==> src/rtl/vdma_wr_port_arbiter.sv <==
// vdma_wr_port_arbiter
// Merges the AXI4 write sides of NUM_CH vdma ports onto one AXI4 master.
// Bursts are granted round-robin, W is locked to the granted burst, AW is
// tagged with the channel index and B is routed back by ID. Each channel is
// limited to MAX_OUTST bursts whose AW was accepted but whose B is pending.
// Optional feature: define VDMA_WR_ARB_LEN_CHK_EN to enforce burst length
// against awlen and report violations on the sticky len_err output.
module vdma_wr_port_arbiter #(
  parameter int NUM_CH         = 4,
  parameter int ASIZE          = 29,
  parameter int BURST_LEN_SIZE = 8,
  parameter int AXI_DSIZE      = 256,
  parameter int MAX_OUTST      = 4,
  localparam int IDSIZE        = $clog2(NUM_CH)
) (
  input  logic                               axi_aclk,
  input  logic                               axi_resetn,
  input  logic [NUM_CH*ASIZE-1:0]            s_awaddr,
  input  logic [NUM_CH*BURST_LEN_SIZE-1:0]   s_awlen,
  input  logic [NUM_CH-1:0]                  s_awvalid,
  output logic [NUM_CH-1:0]                  s_awready,
  input  logic [NUM_CH*AXI_DSIZE-1:0]        s_wdata,
  input  logic [NUM_CH-1:0]                  s_wlast,
  input  logic [NUM_CH-1:0]                  s_wvalid,
  output logic [NUM_CH-1:0]                  s_wready,
  output logic [NUM_CH*2-1:0]                s_bresp,
  output logic [NUM_CH-1:0]                  s_bvalid,
  input  logic [NUM_CH-1:0]                  s_bready,
  output logic [IDSIZE-1:0]                  m_awid,
  output logic [ASIZE-1:0]                   m_awaddr,
  output logic [BURST_LEN_SIZE-1:0]          m_awlen,
  output logic [2:0]                         m_awsize,
  output logic [1:0]                         m_awburst,
  output logic                               m_awvalid,
  input  logic                               m_awready,
  output logic [AXI_DSIZE-1:0]               m_wdata,
  output logic [AXI_DSIZE/8-1:0]             m_wstrb,
  output logic                               m_wlast,
  output logic                               m_wvalid,
  input  logic                               m_wready,
  input  logic [IDSIZE-1:0]                  m_bid,
  input  logic [1:0]                         m_bresp,
  input  logic                               m_bvalid,
  output logic                               m_bready
`ifdef VDMA_WR_ARB_LEN_CHK_EN
  ,
  output logic [NUM_CH-1:0]                  len_err
`endif
);

  localparam int OW = 4;

  localparam logic [1:0] ST_IDLE = 2'd0;
  localparam logic [1:0] ST_ADDR = 2'd1;
  localparam logic [1:0] ST_DATA = 2'd2;

  logic [1:0]        state;
  logic [IDSIZE-1:0] grant;
  logic [IDSIZE-1:0] last_grant;
  logic [IDSIZE-1:0] next_grant;
  logic              any_elig;
  logic [NUM_CH-1:0] eligible;
  logic [OW-1:0]     outst [NUM_CH];
  logic [NUM_CH-1:0] outst_inc;
  logic [NUM_CH-1:0] outst_dec;
  logic              in_addr;
  logic              in_data;
  logic              aw_hs;
  logic              w_hs;
  logic              end_beat;

  assign in_addr = (state == ST_ADDR);
  assign in_data = (state == ST_DATA);
  assign aw_hs   = m_awvalid && m_awready;
  assign w_hs    = m_wvalid && m_wready;

  // A channel may compete only while it has room for another outstanding burst
  always_comb begin
    for (int i = 0; i < NUM_CH; i++) begin
      eligible[i] = s_awvalid[i] && (outst[i] < OW'(MAX_OUTST));
    end
  end

  // Round-robin search starting just after the previous winner
  always_comb begin
    int idx;
    logic [IDSIZE-1:0] cand;
    any_elig   = 1'b0;
    next_grant = '0;
    idx        = 0;
    cand       = '0;
    for (int k = 1; k <= NUM_CH; k++) begin
      idx  = (int'(last_grant) + k) % NUM_CH;
      cand = idx[IDSIZE-1:0];
      if (!any_elig && eligible[cand]) begin
        any_elig   = 1'b1;
        next_grant = cand;
      end
    end
  end

  // AW and W muxing from the granted channel; payload is zero outside its phase
  always_comb begin
    m_awvalid = in_addr;
    m_awid    = in_addr ? grant : '0;
    m_awaddr  = in_addr ? s_awaddr[int'(grant)*ASIZE +: ASIZE] : '0;
    m_awlen   = in_addr ? s_awlen[int'(grant)*BURST_LEN_SIZE +: BURST_LEN_SIZE] : '0;
    m_awsize  = 3'($clog2(AXI_DSIZE/8));
    m_awburst = 2'b01;
    m_wvalid  = in_data && s_wvalid[grant];
    m_wdata   = in_data ? s_wdata[int'(grant)*AXI_DSIZE +: AXI_DSIZE] : '0;
    m_wstrb   = m_wvalid ? '1 : '0;
    s_awready = '0;
    s_wready  = '0;
    for (int i = 0; i < NUM_CH; i++) begin
      s_awready[i] = in_addr && (grant == IDSIZE'(i)) && m_awready;
      s_wready[i]  = in_data && (grant == IDSIZE'(i)) && m_wready;
    end
  end

`ifdef VDMA_WR_ARB_LEN_CHK_EN
  logic [BURST_LEN_SIZE-1:0] beat_cnt;
  logic [BURST_LEN_SIZE-1:0] burst_len;
  logic                      last_beat;

  assign last_beat = (beat_cnt == burst_len);
  assign end_beat  = last_beat;
  assign m_wlast   = in_data && last_beat;

  // Track beats of the current burst and flag any wlast that disagrees with awlen
  always_ff @(posedge axi_aclk or negedge axi_resetn) begin
    if (!axi_resetn) begin
      beat_cnt  <= '0;
      burst_len <= '0;
      len_err   <= '0;
    end else begin
      if (aw_hs) begin
        burst_len <= m_awlen;
        beat_cnt  <= '0;
      end else if (w_hs) begin
        beat_cnt <= beat_cnt + 1'b1;
      end
      if (w_hs && (s_wlast[grant] != last_beat)) begin
        len_err[grant] <= 1'b1;
      end
    end
  end
`else
  assign end_beat = s_wlast[grant];
  assign m_wlast  = in_data && s_wlast[grant];
`endif

  // B routing by ID; responses for IDs beyond the channel range are absorbed
  always_comb begin
    s_bresp  = {NUM_CH{m_bresp}};
    s_bvalid = '0;
    m_bready = 1'b1;
    for (int i = 0; i < NUM_CH; i++) begin
      s_bvalid[i] = m_bvalid && (m_bid == IDSIZE'(i));
      if (m_bid == IDSIZE'(i)) begin
        m_bready = s_bready[i];
      end
    end
  end

  // Per-channel counter increment/decrement requests
  always_comb begin
    outst_inc = '0;
    outst_dec = '0;
    for (int i = 0; i < NUM_CH; i++) begin
      outst_inc[i] = aw_hs && (grant == IDSIZE'(i));
      outst_dec[i] = s_bvalid[i] && s_bready[i];
    end
  end

  // Outstanding burst counters; simultaneous AW and B cancel, no underflow
  always_ff @(posedge axi_aclk or negedge axi_resetn) begin
    if (!axi_resetn) begin
      for (int i = 0; i < NUM_CH; i++) begin
        outst[i] <= '0;
      end
    end else begin
      for (int i = 0; i < NUM_CH; i++) begin
        if (outst_inc[i] && !outst_dec[i]) begin
          outst[i] <= outst[i] + 1'b1;
        end else if (outst_dec[i] && !outst_inc[i] && (outst[i] != '0)) begin
          outst[i] <= outst[i] - 1'b1;
        end
      end
    end
  end

  // Burst sequencing: grant in IDLE, issue AW in ADDR, forward beats in DATA
  always_ff @(posedge axi_aclk or negedge axi_resetn) begin
    if (!axi_resetn) begin
      state      <= ST_IDLE;
      grant      <= '0;
      last_grant <= IDSIZE'(NUM_CH - 1);
    end else begin
      case (state)
        ST_IDLE: begin
          if (any_elig) begin
            grant <= next_grant;
            state <= ST_ADDR;
          end
        end
        ST_ADDR: begin
          if (m_awready) begin
            state <= ST_DATA;
          end
        end
        ST_DATA: begin
          if (w_hs && end_beat) begin
            last_grant <= grant;
            state      <= ST_IDLE;
          end
        end
        default: state <= ST_IDLE;
      endcase
    end
  end

endmodule

==> config.mk <==
export PLATFORM = sky130hd
export DESIGN_NAME = vdma_wr_port_arbiter
export DESIGN_NICKNAME = d
export VERILOG_FILES = /design/src/rtl/vdma_wr_port_arbiter.sv
export SDC_FILE = /design/constraint.sdc
export NUM_CORES = 1
export LEC_CHECK = 0
export ABC_CLOCK_PERIOD_IN_PS = 2400
export CORE_AREA = 2 2 603 605
export DETAILED_ROUTE_END_ITERATION = 6
export DIE_AREA = 0 0 605 607
export DONT_BUFFER_PORTS = 1
export GPL_TIMING_DRIVEN = 0
export MAX_ROUTING_LAYER = met4
export PLACE_DENSITY = 0.3
export SETUP_SLACK_MARGIN = 0.4
export SYNTH_ARGS = -nofsm -noshare
export SYNTH_HDL_FRONTEND = slang
export SYNTH_SLANG_ARGS = --single-unit
==> constraint.sdc <==
create_clock -name axi_aclk -period 2.4 [get_ports axi_aclk]
set_input_delay 0.36 -clock axi_aclk [delete_from_list [all_inputs] [get_ports axi_aclk]]
set_output_delay 0.36 -clock axi_aclk [all_outputs]
set_load 0.005 [all_outputs]
Signal wires on met1:
The bar under the picture is 200 um long. Cells faint in the background.
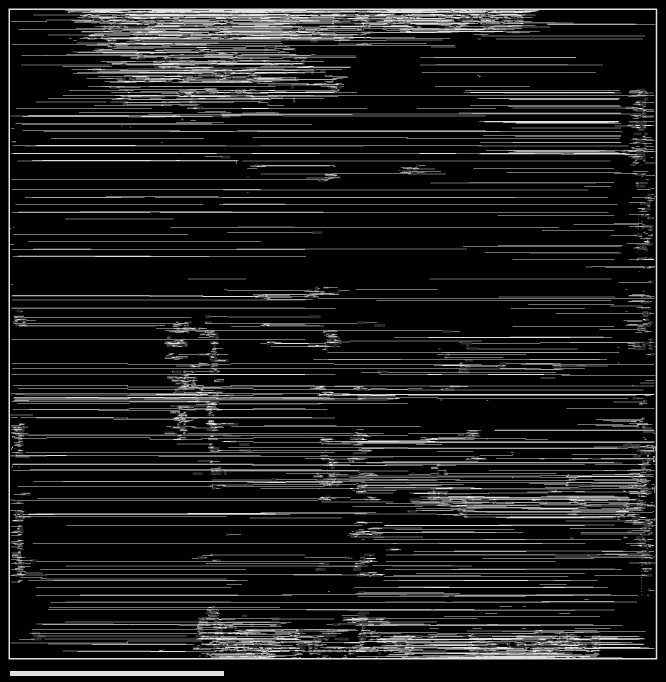
longest straight run: 468 um
wire length on this layer: 110 mm
final WL: 323 mm
vias after detailed routing: 14900
GR Layer Usage met1: 0.162

Metal 2:
Cells faint in the background.
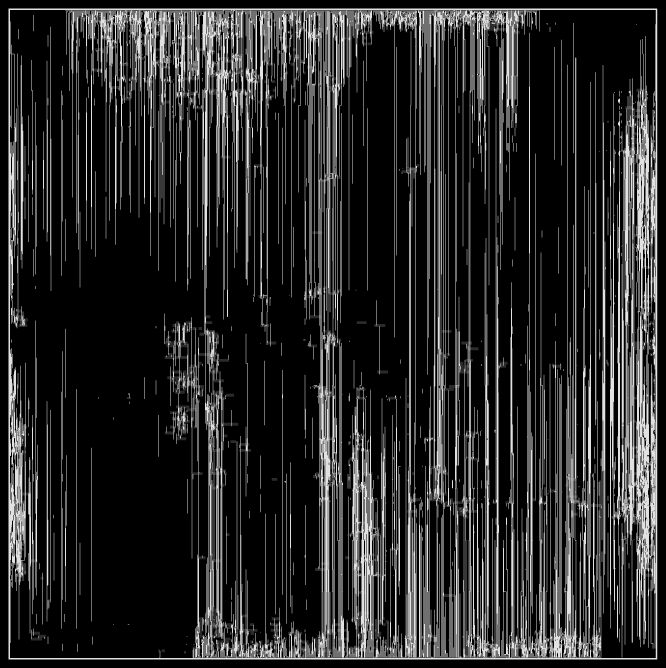
share of all routed wire: 44%
nets with wire on the layer: 2191
main direction: vertical
longest straight run: 445 um

Metal 3:
The bar under the picture is 200 um long. Cells faint in the background.
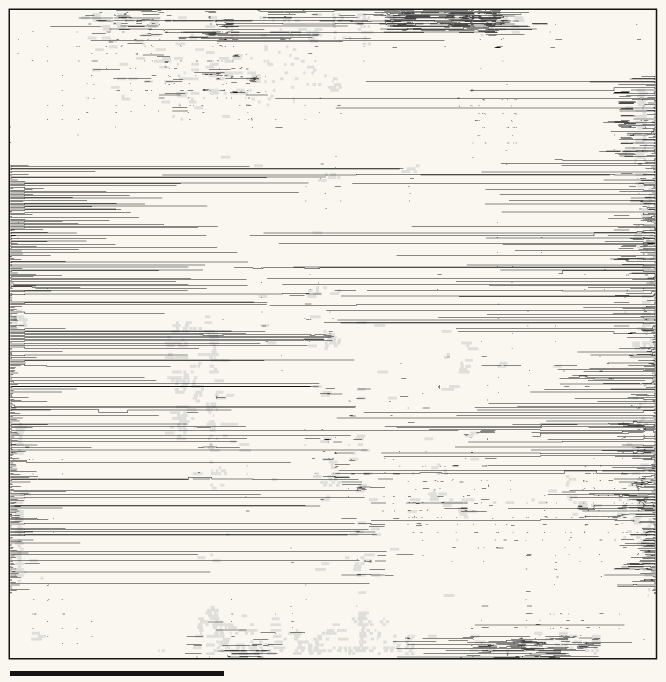
main direction: horizontal
wire length on this layer: 55.6 mm
longest straight run: 418 um
share of all routed wire: 17%

==> flow_metrics.py <==
# Physical implementation metrics
metrics = {
    "run_status": {
        "status": "finished with violations",
        "violations": "design-rule violations, negative setup slack",
    },
    "run": {
        "maxCapViolations": 0,
    },
    "clocking": {
        "postCtsSetupBuffers": 50,
        "cts_root_buffer": "clkbuf_16",
        "hold_buffers": 2,
        "clk_pin_slew_worst_paths_ps": 90,
        "cts-resized-gates": 544,
        "ctsHtreeMaxLevel": 1,
    },
    "global_routing": {
        "busiest_layer": "met2",
        "grt_use_total": 0.171,
        "antenna_found_initial": 652,
        "grt_max_degree": 34,
    },
    "placement": {
        "preCtsSetupSlack_ps": -1730,
        "dp_hpwl_mm": 303,
    },
    "timing": {
        "maxSlewHeadroom": 0.609,
        "worst_pin_slew_ps": 585,
        "tns_ps": -59780,
        "fin_ws_ps": -333,
        "whs_ps": 151,
        "finalHoldViolCount": 0,
        "slew_viol_final": 0,
        "setup_viol_count_final": 329,
    },
    "die": {
        "num_rows": 221,
        "die_h_um": 607,
        "die_x_um": 605,
        "dieArea_mm2": 0.367,
    },
    "layout": {
        "nNonClkBuffers": 258,
        "comb_share": 0.471,
        "final_net_count": 2237,
        "clkCellAreaFrac": 0.00477,
        "design_area_mm2": 0.0220,
        "mi_logic_area_mm2": 0.0104,
        "seq_share": 0.0252,
        "nonClockInverterCount": 6,
        "largest_class": "multi-input combinational cells",
    },
    "critical_path": {
        "cpMostUsedCell": "buf_12",
        "path_max_fanout": 8,
        "critPathBufInv": 4,
        "start_kind": "register",
        "r2r-end": "outst[3]",
        "path_class": "register to output port",
        "critical-path-top-delay-family": "multiplexers",
        "cp-startpoint": "grant[0]",
        "worstRegToRegCells": 11,
    },
    "detailed_routing": {
        "top_layer": "met4",
        "drc": 2,
        "first_pass_iters": 6,
        "wl_met1_mm": 110,
        "dr_wl_met3_mm": 55.6,
        "ant_nets": 0,
    },
    "min_path": {
        "hold_depth": 1,
        "worstHoldPathType": "primary input to register",
        "hold_path.startpoint": "m_awready",
    },
    "power": {
        "peakVddDrop_uv": 357,
        "switchingPower_mw": 13.9,
        "swShare": 0.525,
        "pg_seq_uw": 885,
        "comb_power_mw": 25.0,
        "p_per_area_mw_per_mm2": 1200,
    },
    "synthesis": {
        "yosys.stat.seqShare": 0.0507,
        "ys_area_mm2": 0.0109,
        "enable_flop_cells": 0,
        "synth.comb.largest_family": "multiplexers",
        "fa_ha_area_frac": 0.0165,
        "ys_sh_aoi": 0.0223,
    },
}
Power is estimated from default activity; no workload was simulated.
